### config.mk
export PLATFORM = sky130hd
export DESIGN_NAME = spi_slave
export DESIGN_NICKNAME = d
export VERILOG_FILES = /design/src/rtl/spi_pkg.sv /design/src/rtl/spi_sync.sv /design/src/rtl/spi_slave.sv
export SDC_FILE = /design/constraint.sdc
export NUM_CORES = 1
export LEC_CHECK = 0
export CAP_MARGIN = 20
export CORE_ASPECT_RATIO = 1.4
export CORE_UTILIZATION = 55
export CTS_CLUSTER_DIAMETER = 200
export DETAILED_ROUTE_END_ITERATION = 8
export PLACE_DENSITY = 0.84
export SYNTH_ARGS = -nofsm -noshare
export SYNTH_HDL_FRONTEND = slang
export SYNTH_SLANG_ARGS = --single-unit
### constraint.sdc
create_clock -name clk -period 3.6 [get_ports clk]
set_input_delay 0.54 -clock clk [delete_from_list [all_inputs] [get_ports clk]]
set_output_delay 0.54 -clock clk [all_outputs]
set_load 0.05 [all_outputs]
### src/rtl/spi_pkg.sv
// Shared SPI constants and status-word layout,
// common to the SPI master and slave.
package spi_pkg;

  localparam int RXV = 15;
  localparam int OVR = 14;
  localparam int TXF = 13;
  localparam int ACT = 12;

  localparam logic [7:0] DUMMY_DEF = 8'hFF;
  localparam logic [1:0] SPI_MODE  = 2'd0;

  typedef enum logic {
    ST_IDLE,
    ST_ACTIVE
  } spi_state_e;

  function automatic logic [15:0] pack_status(
    input logic       rxv,
    input logic       ovr,
    input logic       txf,
    input logic       act,
    input logic [7:0] data
  );
    logic [15:0] w;
    w      = '0;
    w[RXV] = rxv;
    w[OVR] = ovr;
    w[TXF] = txf;
    w[ACT] = act;
    w[7:0] = data;
    return w;
  endfunction

endpackage

### src/rtl/spi_sync.sv
// Multi-stage pin synchroniser with a history flop
// for rising/falling edge detection.
module spi_sync #(
  parameter int   STAGES  = 2,
  parameter logic RST_VAL = 1'b0
) (
  input  logic clk,
  input  logic rst_n,
  input  logic d,
  output logic q,
  output logic rise,
  output logic fall
);

  logic [STAGES-1:0] sync_q, sync_d;
  logic              hist_q, hist_d;

  always_comb begin
    sync_d = {sync_q[STAGES-2:0], d};
    hist_d = sync_q[STAGES-1];
  end

  always_ff @(posedge clk or negedge rst_n) begin
    if (!rst_n) begin
      sync_q <= {STAGES{RST_VAL}};
      hist_q <= RST_VAL;
    end else begin
      sync_q <= sync_d;
      hist_q <= hist_d;
    end
  end

  assign q    = sync_q[STAGES-1];
  assign rise = q & ~hist_q;
  assign fall = ~q & hist_q;

endmodule

### src/rtl/spi_slave.sv
// SPI mode-0 responder, MSB first, 8-bit frames,
// with a one-deep transmit buffer and status word.
module spi_slave
  import spi_pkg::*;
#(
  parameter logic [7:0] DUMMY       = DUMMY_DEF,
  parameter int         SYNC_STAGES = 2
) (
  input  logic        clk,
  input  logic        rst_n,
  input  logic        load,
  input  logic        rd,
  input  logic [15:0] in,
  output logic [15:0] out,
  input  logic        CSX,
  input  logic        SCK,
  input  logic        SDI,
  output logic        SDO
);

  logic sck_s, sck_rise, sck_fall;
  logic csx_s, csx_rise, csx_fall;
  logic sdi_s, sdi_rise, sdi_fall;

  spi_sync #(.STAGES(SYNC_STAGES), .RST_VAL(1'b0)) u_sck (
    .clk  (clk),
    .rst_n(rst_n),
    .d    (SCK),
    .q    (sck_s),
    .rise (sck_rise),
    .fall (sck_fall)
  );

  spi_sync #(.STAGES(SYNC_STAGES), .RST_VAL(1'b1)) u_csx (
    .clk  (clk),
    .rst_n(rst_n),
    .d    (CSX),
    .q    (csx_s),
    .rise (csx_rise),
    .fall (csx_fall)
  );

  spi_sync #(.STAGES(SYNC_STAGES), .RST_VAL(1'b0)) u_sdi (
    .clk  (clk),
    .rst_n(rst_n),
    .d    (SDI),
    .q    (sdi_s),
    .rise (sdi_rise),
    .fall (sdi_fall)
  );

  logic unused_sig;
  assign unused_sig = ^{in[15:8], sdi_rise, sdi_fall,
                        sck_s, csx_s};

  spi_state_e state_q, state_d;
  logic       active;

  logic [7:0] tx_buf_q, tx_buf_d;
  logic       tx_full_q, tx_full_d;
  logic [7:0] tx_shift_q, tx_shift_d;
  logic [7:0] rx_shift_q, rx_shift_d;
  logic [7:0] rx_data_q, rx_data_d;
  logic       rx_valid_q, rx_valid_d;
  logic       overrun_q, overrun_d;
  logic [2:0] bitcnt_q, bitcnt_d;
  logic       byte_done_q, byte_done_d;

  logic reload, shift, complete;

  always_ff @(posedge clk or negedge rst_n) begin
    if (!rst_n) state_q <= ST_IDLE;
    else        state_q <= state_d;
  end

  always_comb begin
    state_d = state_q;
    unique case (state_q)
      ST_IDLE:   if (csx_fall) state_d = ST_ACTIVE;
      ST_ACTIVE: if (csx_rise) state_d = ST_IDLE;
      default:   state_d = ST_IDLE;
    endcase
  end

  always_comb begin
    active = (state_q == ST_ACTIVE);
  end

  always_comb begin
    tx_buf_d    = tx_buf_q;
    tx_full_d   = tx_full_q;
    tx_shift_d  = tx_shift_q;
    rx_shift_d  = rx_shift_q;
    rx_data_d   = rx_data_q;
    bitcnt_d    = bitcnt_q;
    byte_done_d = byte_done_q;
    reload      = 1'b0;
    shift       = 1'b0;
    complete    = 1'b0;

    if (csx_fall) begin
      bitcnt_d    = 3'd0;
      byte_done_d = 1'b0;
      reload      = 1'b1;
    end else if (csx_rise) begin
      bitcnt_d    = 3'd0;
      byte_done_d = 1'b0;
      rx_shift_d  = 8'd0;
    end else if (active) begin
      if (sck_rise) begin
        rx_shift_d = {rx_shift_q[6:0], sdi_s};
        bitcnt_d   = bitcnt_q + 3'd1;
        if (bitcnt_q == 3'd7) begin
          complete    = 1'b1;
          byte_done_d = 1'b1;
        end
      end else if (sck_fall) begin
        if (byte_done_q) begin
          reload      = 1'b1;
          byte_done_d = 1'b0;
        end else begin
          shift = 1'b1;
        end
      end
    end

    // reload uses the old buffer; a same-cycle load re-queues
    if (reload) begin
      tx_shift_d = tx_full_q ? tx_buf_q : DUMMY;
      tx_full_d  = 1'b0;
    end else if (shift) begin
      tx_shift_d = {tx_shift_q[6:0], 1'b0};
    end

    if (load) begin
      tx_buf_d  = in[7:0];
      tx_full_d = 1'b1;
    end

    if (complete) rx_data_d = rx_shift_d;

    rx_valid_d = complete | (rx_valid_q & ~rd);
    overrun_d  = ~rd & (overrun_q | (complete & rx_valid_q));
  end

  always_ff @(posedge clk or negedge rst_n) begin
    if (!rst_n) begin
      tx_buf_q    <= 8'd0;
      tx_full_q   <= 1'b0;
      tx_shift_q  <= DUMMY;
      rx_shift_q  <= 8'd0;
      rx_data_q   <= 8'd0;
      rx_valid_q  <= 1'b0;
      overrun_q   <= 1'b0;
      bitcnt_q    <= 3'd0;
      byte_done_q <= 1'b0;
    end else begin
      tx_buf_q    <= tx_buf_d;
      tx_full_q   <= tx_full_d;
      tx_shift_q  <= tx_shift_d;
      rx_shift_q  <= rx_shift_d;
      rx_data_q   <= rx_data_d;
      rx_valid_q  <= rx_valid_d;
      overrun_q   <= overrun_d;
      bitcnt_q    <= bitcnt_d;
      byte_done_q <= byte_done_d;
    end
  end

  assign out = pack_status(rx_valid_q, overrun_q,
                           tx_full_q, active, rx_data_q);
  assign SDO = active ? tx_shift_q[7] : 1'b1;

endmodule
==> reports/summary.txt <==
starting density of the core - 0.579
Tcrit/Tclk final - 0.640
Worst VDD drop - 0.365 mV
yosys warning tally - 0
Die W - 54.6 µm
gr ovfl total - 0
Die ar. - 4130 µm²
run status - finished clean
GPL Wtd Cong - 0.783
Synth top cell by count - dfrtp_1
CTS Root Buffer Type - clkbuf_8
Crit path buffers/inverters - 1
DP HPWL - 2410 µm
I/O Buffers - 27
CP Cell Sequence - nand2b_1, clkdlybuf4s50_1
design area - 2420 µm²
OpenROAD warnings - 36
flip-flops with a built-in enable - 0
RSZ-0062 raised after global routing - no
setup ws final - 1.30 ns
DP Area - 2300 µm²
setup tns final - 0 ns
r2r setup slk - 1.55 ns
H-tree depth - 2
Yosys top cell area share - 0.423
Synth top cells by count - dfrtp_1, nand2_1, mux2_2
drt wl/cell - 14.3 µm
largest net degree at the start of global routing - 48
Hold WS - 0.134 ns
Critical Path Source Type - register
Cell Area, Synth - 2130 µm²
number of nets with antenna violations after routing - 0
non-filler cells in the finished layout - 241
Syn Area/Cell - 11.9 µm²
fmax - 0.434 GHz
clock sink count - 47
R2R Path Start - u_csx.hist_q
kind of critical path - reg2out
CTS resizes - 0
fin crit period - 2.30 ns
synth-to-layout area growth - 13.9%
# IOs - 40
family with the most delay on the worst path - buffers and inverters
DIE HEIGHT - 75.6 µm
Final Skew - 0.00740 ns
CP peak stage delay - 0.82 ns
CP required - 3.06 ns
DRT iter0 DRCs - 36
Synth cell types - 30
max-cap viol count - 0
crit path capture - SDO
R2R depth - 4
GRT Util Overall - 0.195
P_leak - 1.10 nW
Worst Setup End Kind - output pin
Chip Area, Yosys - 2130 µm²
Setup Viol. Count Final - 0
register share after synthesis - 0.559
clk buf depth - 2
row cnt - 26
Power Density - 492 nW/µm²
Slowest cell on crit path - clkdlybuf4s50_1
drt pass-1 iters - 4
Placed Cells - 232
worst min-delay path class - in2async
vias in the first global route - 1285
Seq cells post-synth - 47
clock-pin slew on the worst setup and hold paths - 0.08 ns
first-pass GRT wire length - 5560 µm
total CTS buffers - 5
CTS tree - done
Max Slew Vio Count - 0
==> state kept, by name, indices dropped and copies added (netlist names) <==
register,count
tx_full_q,1
u_sdi.sync_q,2
active,1
u_sck.hist_q,1
byte_done_q,1
overrun_q,1
bitcnt_q,3
rx_valid_q,1
rx_data_q,8
rx_shift_q,7
u_csx.sync_q,2
tx_buf_q,8
tx_shift_q,8
u_sck.sync_q,2
u_csx.hist_q,1
==> logic make-up after synthesis <==
logic type | synth area share
flip-flops | 0.559
AND-OR/OR-AND | 0.114
multiplexers | 0.0946
adder cells (fa/ha/maj) | 0.0353
AND/OR/NAND/NOR | 0.0988
other | 0.00176
buffers and inverters | 0.0964
==> through the flow <==
stage / util / power [mW]
floorplan: - / 0.808
global placement: 0.627 / 0.845
detailed placement: 0.627 / 0.860
CTS: 0.654 / 1.20
global route: 0.660 / 1.25
finish: 0.660 / 1.19
==> power by group <==
| group | switching [mW] | leakage (nW) | internal (mW) |
|---|---|---|---|
| Sequential | 0.0419 | 0.583 | 0.613 |
| Combinational | 0.103 | 0.468 | 0.0935 |
| Clock | 0.167 | 0.0515 | 0.175 |
| Total | 0.312 | 1.10 | 0.882 |
==> cell usage in the layout, fill, tap and decap left out, drive strengths merged, types with 6 or more instances in the layout <==
cell type,n
a22oi,7
a31oi,7
clkbuf,8
clkdlybuf4s50,26
dfrtp,36
dfstp,11
ha,6
inv,14
mux2,17
nand2,18
nor3,7
o21ai,15
==> layer usage <==
metal / routed length (µm) / GRT usage
met3: 137 / 0.0619
met4: 63 / 0.0940
met2: 1880 / 0.324
met5: 0 / 0
met1: 1360 / 0.224
==> layout make-up <==
type	instances	area, µm²
well taps	42	52.6
repair buffers	28	285
clock buffers	8	100
inverters	14	52.6
flip-flops and latches	47	1190
fillers	277	1250
multi-input cells	102	744
Fig. 1: clock nets
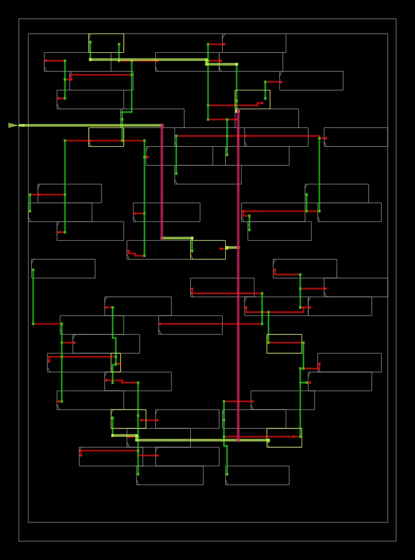
clock buffers: 8
power in the clock group: 0.342 mW

Fig. 2: signal wires on met2
Scale bar: 20 µm.
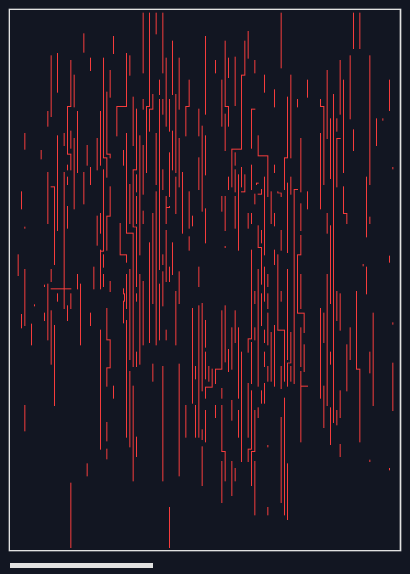
nets with wire on the layer: 195
wire length on this layer: 1880 µm
share of all routed wire: 55%
main direction: vertical

Fig. 3: met3 routing
Scale bar: 20 µm.
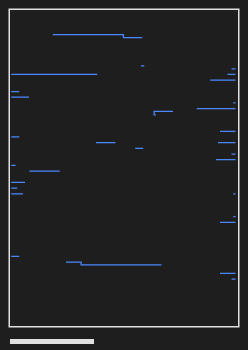
longest straight run: 20.2 µm
main direction: horizontal
share of all routed wire: 4.0%
Via Count: 1363
final wirelength: 3450 µm

Power is estimated from default activity; no workload was simulated.
